## config.mk

```make
export PLATFORM = sky130hd
export DESIGN_NAME = inst_fetch_queue
export DESIGN_NICKNAME = d
export VERILOG_FILES = /design/src/rtl/inst_fetch_queue.sv
export SDC_FILE = /design/constraint.sdc
export NUM_CORES = 1
export LEC_CHECK = 0
export CORE_MARGIN = 2
export CORE_UTILIZATION = 30
export CTS_CLUSTER_DIAMETER = 40
export CTS_CLUSTER_SIZE = 30
export DETAILED_ROUTE_END_ITERATION = 6
export GPL_TIMING_DRIVEN = 0
export HOLD_SLACK_MARGIN = 0.12
export SETUP_SLACK_MARGIN = 0.2
export SYNTH_ARGS = -nofsm -noshare
export SYNTH_HDL_FRONTEND = slang
export SYNTH_SLANG_ARGS = --single-unit
```

## constraint.sdc

```tcl
create_clock -name clk -period 3.8 [get_ports clk]
set_input_delay 0.57 -clock clk [delete_from_list [all_inputs] [get_ports clk]]
set_output_delay 0.57 -clock clk [all_outputs]
set_load 0.05 [all_outputs]
```

## src/rtl/inst_fetch_queue.sv

```systemverilog
// -----------------------------------------------------------------------------
// inst_fetch_queue
//   Instruction fetch stage that sits in front of the datapath. It issues
//   word-addressed fetches over a req/gnt + rvalid memory interface and keeps
//   the returned words, each tagged with its PC, in a DEPTH-entry in-order
//   queue. A redirect flushes the queue and drops any responses still in
//   flight for the old stream.
//
// Ports
//   clk, rst              clock; asynchronous active-low reset
//   redirect, redirect_pc flush and restart fetching at redirect_pc
//   mem_req, mem_addr     fetch request and its word address (out)
//   mem_gnt               request accepted when mem_req && mem_gnt
//   mem_rvalid, mem_rdata in-order response, at least 1 cycle after its grant
//   inst_valid, inst_ready, curr_inst, inst_pc  queue head delivery
//   queue_count           number of occupied queue entries
//   dbg_flush             1 while the FSM is in FLUSH (debug visibility)
//
// Handshakes: a transfer happens on the rising edge where valid and
// ready/gnt are both 1. A valid side never withdraws or changes its payload
// while waiting, except that a redirect or reset cancels it. mem_rvalid has
// no back-pressure: every response is taken in the cycle it is presented.
// -----------------------------------------------------------------------------
module inst_fetch_queue #(
   parameter int unsigned      WIDTH    = 32,
   parameter int unsigned      DEPTH    = 4,
   parameter logic [WIDTH-1:0] RESET_PC = '0
) (
   input  logic                   clk,
   input  logic                   rst,
   input  logic                   redirect,
   input  logic [WIDTH-1:0]       redirect_pc,
   output logic                   mem_req,
   output logic [WIDTH-1:0]       mem_addr,
   input  logic                   mem_gnt,
   input  logic                   mem_rvalid,
   input  logic [WIDTH-1:0]       mem_rdata,
   output logic                   inst_valid,
   input  logic                   inst_ready,
   output logic [WIDTH-1:0]       curr_inst,
   output logic [WIDTH-1:0]       inst_pc,
   output logic [$clog2(DEPTH):0] queue_count,
   output logic                   dbg_flush
);

   localparam int unsigned PW = $clog2(DEPTH);
   localparam int unsigned CW = PW + 1;
   localparam logic [CW:0] DEPTH_W = (CW+1)'(DEPTH);

   typedef enum logic {
      ST_RUN   = 1'b0,
      ST_FLUSH = 1'b1
   } state_e;

   state_e           state_q, state_d;
   logic             live_q, live_d;
   logic [WIDTH-1:0] fetch_pc_q, fetch_pc_d;
   logic [CW-1:0]    outst_q, outst_d;
   logic [CW-1:0]    discard_q, discard_d;
   logic [CW-1:0]    count_q, count_d;
   logic [PW-1:0]    rd_ptr_q, rd_ptr_d;
   logic [PW-1:0]    wr_ptr_q, wr_ptr_d;

   logic [WIDTH-1:0] inst_mem_q [DEPTH];
   logic [WIDTH-1:0] pc_mem_q   [DEPTH];

   logic [CW:0]      fetch_sum;
   logic             grant;
   logic             deq;
   logic             wr_en;
   logic [WIDTH-1:0] resp_pc;

   // live_q keeps mem_req low while reset is asserted; it is purely a
   // registered qualifier, so mem_req/mem_addr stay free of input paths.
   assign fetch_sum = {1'b0, count_q} + {1'b0, outst_q};
   assign mem_req   = live_q && (state_q == ST_RUN) && (fetch_sum < DEPTH_W);
   assign mem_addr  = fetch_pc_q;
   assign grant     = mem_req && mem_gnt;

   assign inst_valid  = (state_q == ST_RUN) && (count_q != '0);
   assign deq         = inst_valid && inst_ready;
   assign curr_inst   = inst_valid ? inst_mem_q[rd_ptr_q] : '0;
   assign inst_pc     = inst_valid ? pc_mem_q[rd_ptr_q]   : '0;
   assign queue_count = count_q;
   assign dbg_flush   = (state_q == ST_FLUSH);

   // Requests are issued at consecutive PCs and answered in order, and a
   // redirect only returns to RUN once every older response is gone. So in
   // RUN the oldest outstanding request is always fetch_pc - outstanding.
   assign resp_pc = fetch_pc_q - WIDTH'(outst_q);

   always_comb begin
      state_d    = state_q;
      live_d     = 1'b1;
      fetch_pc_d = fetch_pc_q;
      outst_d    = outst_q + CW'(grant) - CW'(mem_rvalid);
      discard_d  = discard_q;
      count_d    = count_q;
      rd_ptr_d   = rd_ptr_q;
      wr_ptr_d   = wr_ptr_q;
      wr_en      = 1'b0;

      if (redirect) begin
         // Everything still in flight after this edge belongs to the old
         // stream, including a request granted in this very cycle.
         fetch_pc_d = redirect_pc;
         count_d    = '0;
         rd_ptr_d   = '0;
         wr_ptr_d   = '0;
         discard_d  = outst_d;
         state_d    = (outst_d != '0) ? ST_FLUSH : ST_RUN;
      end else begin
         unique case (state_q)
            ST_RUN: begin
               if (grant) begin
                  fetch_pc_d = fetch_pc_q + WIDTH'(1);
               end
               if (mem_rvalid) begin
                  wr_en    = 1'b1;
                  wr_ptr_d = wr_ptr_q + PW'(1);
               end
               if (deq) begin
                  rd_ptr_d = rd_ptr_q + PW'(1);
               end
               count_d = count_q + CW'(wr_en) - CW'(deq);
            end
            ST_FLUSH: begin
               if (mem_rvalid) begin
                  discard_d = discard_q - CW'(1);
                  if (discard_q == CW'(1)) begin
                     state_d = ST_RUN;
                  end
               end
            end
            default: state_d = ST_RUN;
         endcase
      end
   end

   always_ff @(posedge clk or negedge rst) begin
      if (!rst) begin
         state_q    <= ST_RUN;
         live_q     <= 1'b0;
         fetch_pc_q <= RESET_PC;
         outst_q    <= '0;
         discard_q  <= '0;
         count_q    <= '0;
         rd_ptr_q   <= '0;
         wr_ptr_q   <= '0;
      end else begin
         state_q    <= state_d;
         live_q     <= live_d;
         fetch_pc_q <= fetch_pc_d;
         outst_q    <= outst_d;
         discard_q  <= discard_d;
         count_q    <= count_d;
         rd_ptr_q   <= rd_ptr_d;
         wr_ptr_q   <= wr_ptr_d;
      end
   end

   always_ff @(posedge clk or negedge rst) begin
      if (!rst) begin
         for (int i = 0; i < int'(DEPTH); i++) begin
            inst_mem_q[i] <= '0;
            pc_mem_q[i]   <= '0;
         end
      end else if (wr_en) begin
         inst_mem_q[wr_ptr_q] <= mem_rdata;
         pc_mem_q[wr_ptr_q]   <= resp_pc;
      end
   end

endmodule

```

==> run_1/met4.png <==
(1.5 px per µm)
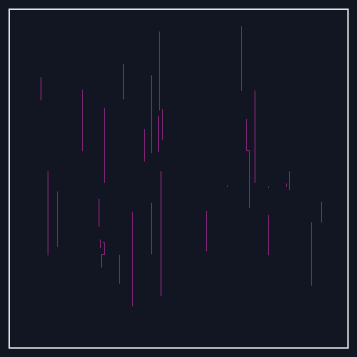
The layer holds 2.2% of the routed length. 17 nets have wire on it. The wires run mostly vertical.
Via Count: 10700
final wirelength: 41100 µm

==> run_1/clock_map.png <==
(2 px per µm)
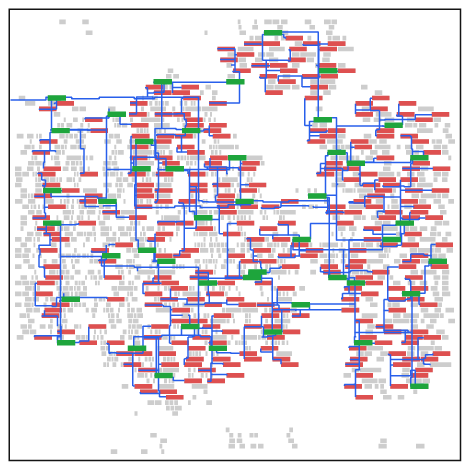
Red stands for flip-flops, count 303. Green stands for cells driving clock nets, count 46. Blue stands for clock wires, length 4380 µm.
There are 47 routed clock nets.
Clk. pwr: 0.00440 W
Clock power frac: 33.2%
clock tree skew after final layout: 0.0176 ns

==> run_1/pdn.png <==
(2 px per µm) Pins as bars on the die edge.
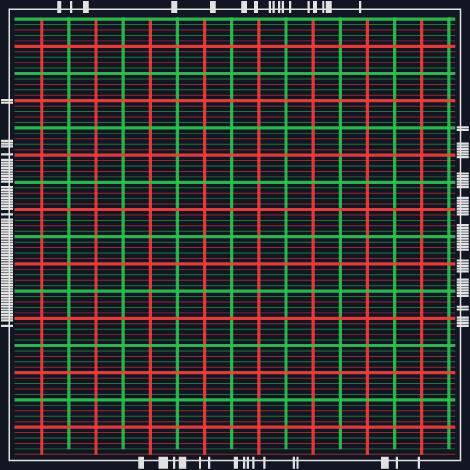
Red stands for VSS. Green stands for VDD.
172 signal pins sit on the boundary. 16 straps on met4. 16 straps on met5. 81 met1 rails follow the rows. The core has 80 rows.
floorplan die height: 225 µm
highest ir drop seen on vdd: 0.327 mV
Core Area: 47900 µm²
chip width: 225 µm

==> impl_results.rst, run 1 <==
Implementation results
======================

.. list-table::
   :header-rows: 1

   * - Metric
     - Value
   * - Number of standard cells reported by yosys
     - 1265
   * - Buffers, non-clock
     - 266
   * - Worst path cell trace
     - clkbuf_1 > nor2_4 > clkbuf_2 > and2_1 > clkdlybuf4s50_1
   * - Area growth syn-to-layout
     - 28.0%
   * - Endpoints failing hold
     - 0
   * - Summed standard-cell area reported by yosys
     - 14600 µm²
   * - Synthesized-area fraction occupied by ao, oa, aoi and oai cells
     - 6.46%
   * - Final-report max-slew violation count
     - 0
   * - Internal Dissipation
     - 0.00867 W
   * - FF/Latch Area
     - 7580 µm²
   * - Total placed cells including tap cells
     - 2052
   * - Cell area after synthesis
     - roughly 15000 µm²
   * - Synthesized area divided by synthesized cell count
     - roughly 12 µm²
   * - Period utilization
     - ~90%
   * - Slack of the worst reg-to-reg path
     - approximately 0.56 ns
   * - Met1 usage
     - 22.0%
   * - Number of sequential cells in the layout
     - 303
   * - Top power consumer group
     - sequential cells
   * - Post-synth tally of flip-flops with integrated enable
     - 0
   * - Result of the run
     - completed
   * - Max Fanout on Critical Path
     - 10
   * - YS warnings
     - 0
   * - Pre-CTS WS
     - -0.119 ns
   * - Slew at the pin closest to its max-slew limit
     - 0.811 ns
--- run 2 (diff from run 1) ---
--- a/config.mk
+++ b/config.mk
@@ -5,7 +5,6 @@
 export SDC_FILE = /design/constraint.sdc
 export NUM_CORES = 1
 export LEC_CHECK = 0
-export CORE_MARGIN = 2
 export CORE_UTILIZATION = 30
 export CTS_CLUSTER_DIAMETER = 40
 export CTS_CLUSTER_SIZE = 30
@@ -16,3 +15,4 @@
 export SYNTH_ARGS = -nofsm -noshare
 export SYNTH_HDL_FRONTEND = slang
 export SYNTH_SLANG_ARGS = --single-unit
+export TNS_END_PERCENT = 100
==> run_2/final_congestion.png <==
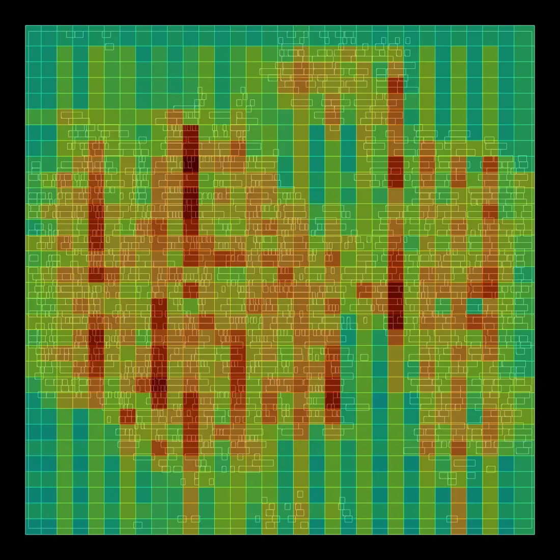
grt peak-use layer: met2
wire length per cell: 19.4 µm
GR met2 Demand/Resource: 28.0%
core occupancy in the finished layout: 39.3%
met3 usage in global routing: 3.54%

==> run_2/clock_map.png <==
(2 px per µm)
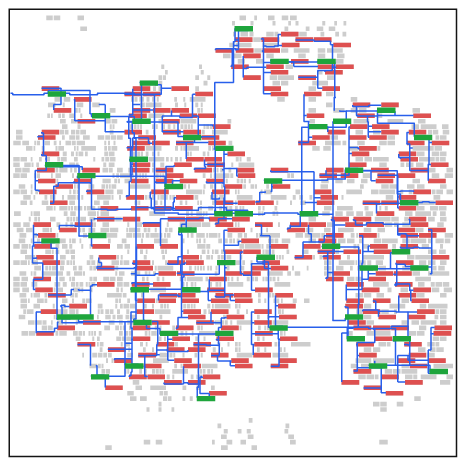
Green stands for cells driving clock nets, count 48. Blue stands for clock wires, length 4570 µm. Red stands for flip-flops, count 303.
There are 49 routed clock nets.
Clk. pwr: 0.00470 W
clock tree skew after final layout: 0.0309 ns
Clock power frac: 34.6%
clock insertion delay at the later pin of the skew report: 0.58 ns

==> run_2/density.png <==
(1 px per µm) 22 x 22 tiles, from white (low) to dark blue (high), 0 to 100% covered.
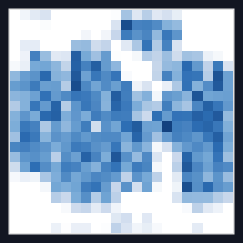
The fullest tile reaches 93%. 25% of the tiles are nearly empty. The mean over all tiles is 36%. 7.4% of the tiles are over 75% full.
Floorplan Utilization: 30.5%

==> run 2 against run 1 <==
Against the previous run: wire length rose by 1.2%; setup slack worse by 0.027 ns; combinational power barely moved; worst hold slack better by 0.0051 ns; highest routed layer is now met4.
==> impl_results.rst, run 2 <==
Implementation results
======================

.. list-table::
   :header-rows: 1

   * - Metric
     - Value
   * - Total placed cells including tap cells
     - 2053 (was 2052)
   * - Worst path cell trace
     - clkbuf_1 > nor2_2 > clkbuf_2 > clkbuf_2 > and2_1 > clkdlybuf4s15_2 (was clkbuf_1 > nor2_4 > clkbuf_2 > and2_1 > clkdlybuf4s50_1)
   * - Summed standard-cell area reported by yosys
     - 14600 µm² (unchanged)
   * - Setup repair after global routing missed its margin
     - no (unchanged)
   * - Highest ir drop seen on vdd
     - 0.343 mV (was 0.327 mV)
   * - Number of sequential cells in the layout
     - 303 (unchanged)
   * - Chip width
     - 223 µm (was 225 µm)
   * - Area growth syn-to-layout
     - 28.9% (was 28.0%)
   * - Final-report max-slew violation count
     - 0 (unchanged)
   * - Post-synth tally of flip-flops with integrated enable
     - 0 (unchanged)
   * - Via Count
     - 10700 (about the same)
   * - Floorplan die height
     - 223 µm (was 225 µm)
   * - Cell area after synthesis
     - 14600 µm² (unchanged)
   * - Internal Dissipation
     - 0.00900 W (was 0.00867 W)
   * - Result of the run
     - completed (unchanged)
   * - Period utilization
     - 91.4% (was 90.7%)
   * - Max Fanout on Critical Path
     - 10 (unchanged)
   * - Synthesized area divided by synthesized cell count
     - 11.6 µm² (unchanged)
   * - Slew at the pin closest to its max-slew limit
     - 0.794 ns (was 0.811 ns)
   * - Buffers, non-clock
     - 267 (was 266)
   * - Pre-CTS WS
     - 0.0372 ns (was -0.119 ns)
   * - Final Cell Area
     - 18900 µm² (was 18700 µm²)
   * - Crit path time final
     - 3.47 ns (was 3.45 ns)
   * - YS warnings
     - 0 (unchanged)
   * - Worst hold path type
     - in2reg (unchanged)
   * - Slack of the worst reg-to-reg path
     - 0.51 ns (was 0.56 ns)
   * - Met1 usage
     - 22.1% (was 22.0%)
   * - Final wirelength
     - 41600 µm (was 41100 µm)
   * - Endpoints failing hold
     - 0 (unchanged)
--- run 3 (diff from run 2) ---
==> constraint.sdc (replaced) <==
create_clock -name clk -period 2.9 [get_ports clk]
set_input_delay 0.435 -clock clk [delete_from_list [all_inputs] [get_ports clk]]
set_output_delay 0.435 -clock clk [all_outputs]
set_load 0.05 [all_outputs]
==> run_3/density.png <==
(1 px per µm) 22 x 22 tiles, from white (low) to dark blue (high), 0 to 100% covered.
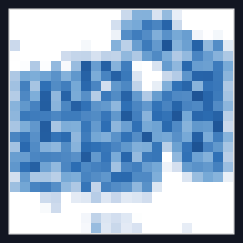
28% of the tiles are nearly empty. 8.9% of the tiles are over 75% full. The fullest tile reaches 86%. The mean over all tiles is 38%.
core occupancy in the finished layout: 40.4%

==> run_3/pdn.png <==
(2 px per µm) Pins as bars on the die edge.
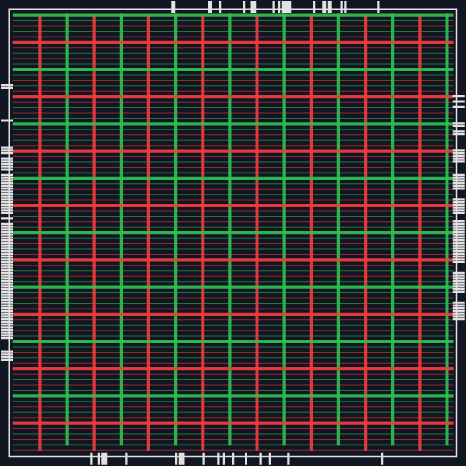
Green stands for VDD. Red stands for VSS.
The core has 80 rows. 81 met1 rails follow the rows. 16 straps on met4.
chip width: 223 µm
highest ir drop seen on vdd: 0.513 mV
floorplan die height: 223 µm

==> run_3/final_congestion.png <==
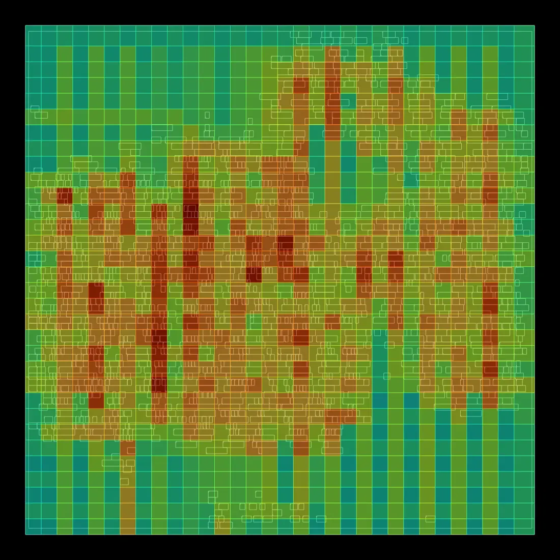
met3 usage in global routing: 3.38%
wire length per cell: 19.1 µm
GR met2 Demand/Resource: 27.5%
global router's overall resource usage: 16.8%
met1 usage: 22.6%

==> run 3 against run 2 <==
Against the previous run: non-clock buffer count is 26 higher; wire length is 0.59% lower; combinational power is 49% higher; die area stayed put; final cell count is 1.0% higher; sequential power is 31% higher; highest routed layer unchanged.
==> impl_results.rst, run 3 <==
Implementation results
======================

.. list-table::
   :header-rows: 1

   * - Metric
     - Value
   * - Post-synth tally of flip-flops with integrated enable
     - 0 (unchanged)
   * - Number of sequential cells in the layout
     - 303 (unchanged)
   * - Slew at the pin closest to its max-slew limit
     - 0.709 ns (was 0.794 ns)
   * - Floorplan Utilization
     - 30.5% (unchanged)
   * - Internal Dissipation
     - 0.0117 W (was 0.00900 W)
   * - Slack of the worst reg-to-reg path
     - 0.12 ns (was 0.51 ns)
   * - Summed standard-cell area reported by yosys
     - 14600 µm² (unchanged)
   * - Pre-CTS WS
     - -1.03 ns (was 0.0372 ns)
   * - Clock tree skew after final layout
     - 0.0222 ns (was 0.0309 ns)
   * - Final Cell Area
     - 19400 µm² (was 18900 µm²)
   * - Period utilization
     - 95.8%
   * - Worst hold path type
     - in2reg (unchanged)
   * - Final-report max-slew violation count
     - 0 (unchanged)
   * - Cell area after synthesis
     - 14600 µm² (unchanged)
   * - Worst path cell trace
     - ha_4 > nor4b_4 > and4_1 > buf_6 > inv_8 > ha_4 > inv_2 > ha_4 > fa_2 > xnor2_2 > o31ai_2 > o21ai_1 (was clkbuf_1 > nor2_2 > clkbuf_2 > clkbuf_2 > and2_1 > clkdlybuf4s15_2)
   * - Endpoints failing hold
     - 0 (unchanged)
   * - YS warnings
     - 0 (unchanged)
   * - Synthesized-area fraction occupied by ao, oa, aoi and oai cells
     - 6.46% (unchanged)
   * - FF/Latch Area
     - 7590 µm² (was 7580 µm²)
   * - Synthesized area divided by synthesized cell count
     - 11.6 µm² (unchanged)
   * - Clock power frac
     - 30.4% (was 34.6%)
   * - Clk. pwr
     - 0.00542 W (was 0.00470 W)
   * - Max Fanout on Critical Path
     - 3 (was 10)
   * - Top power consumer group
     - sequential cells (unchanged)
   * - Number of standard cells reported by yosys
     - 1265 (unchanged)
   * - Result of the run
     - completed (unchanged)
Power figures rest on the tool's default switching activity, not on a simulated workload.
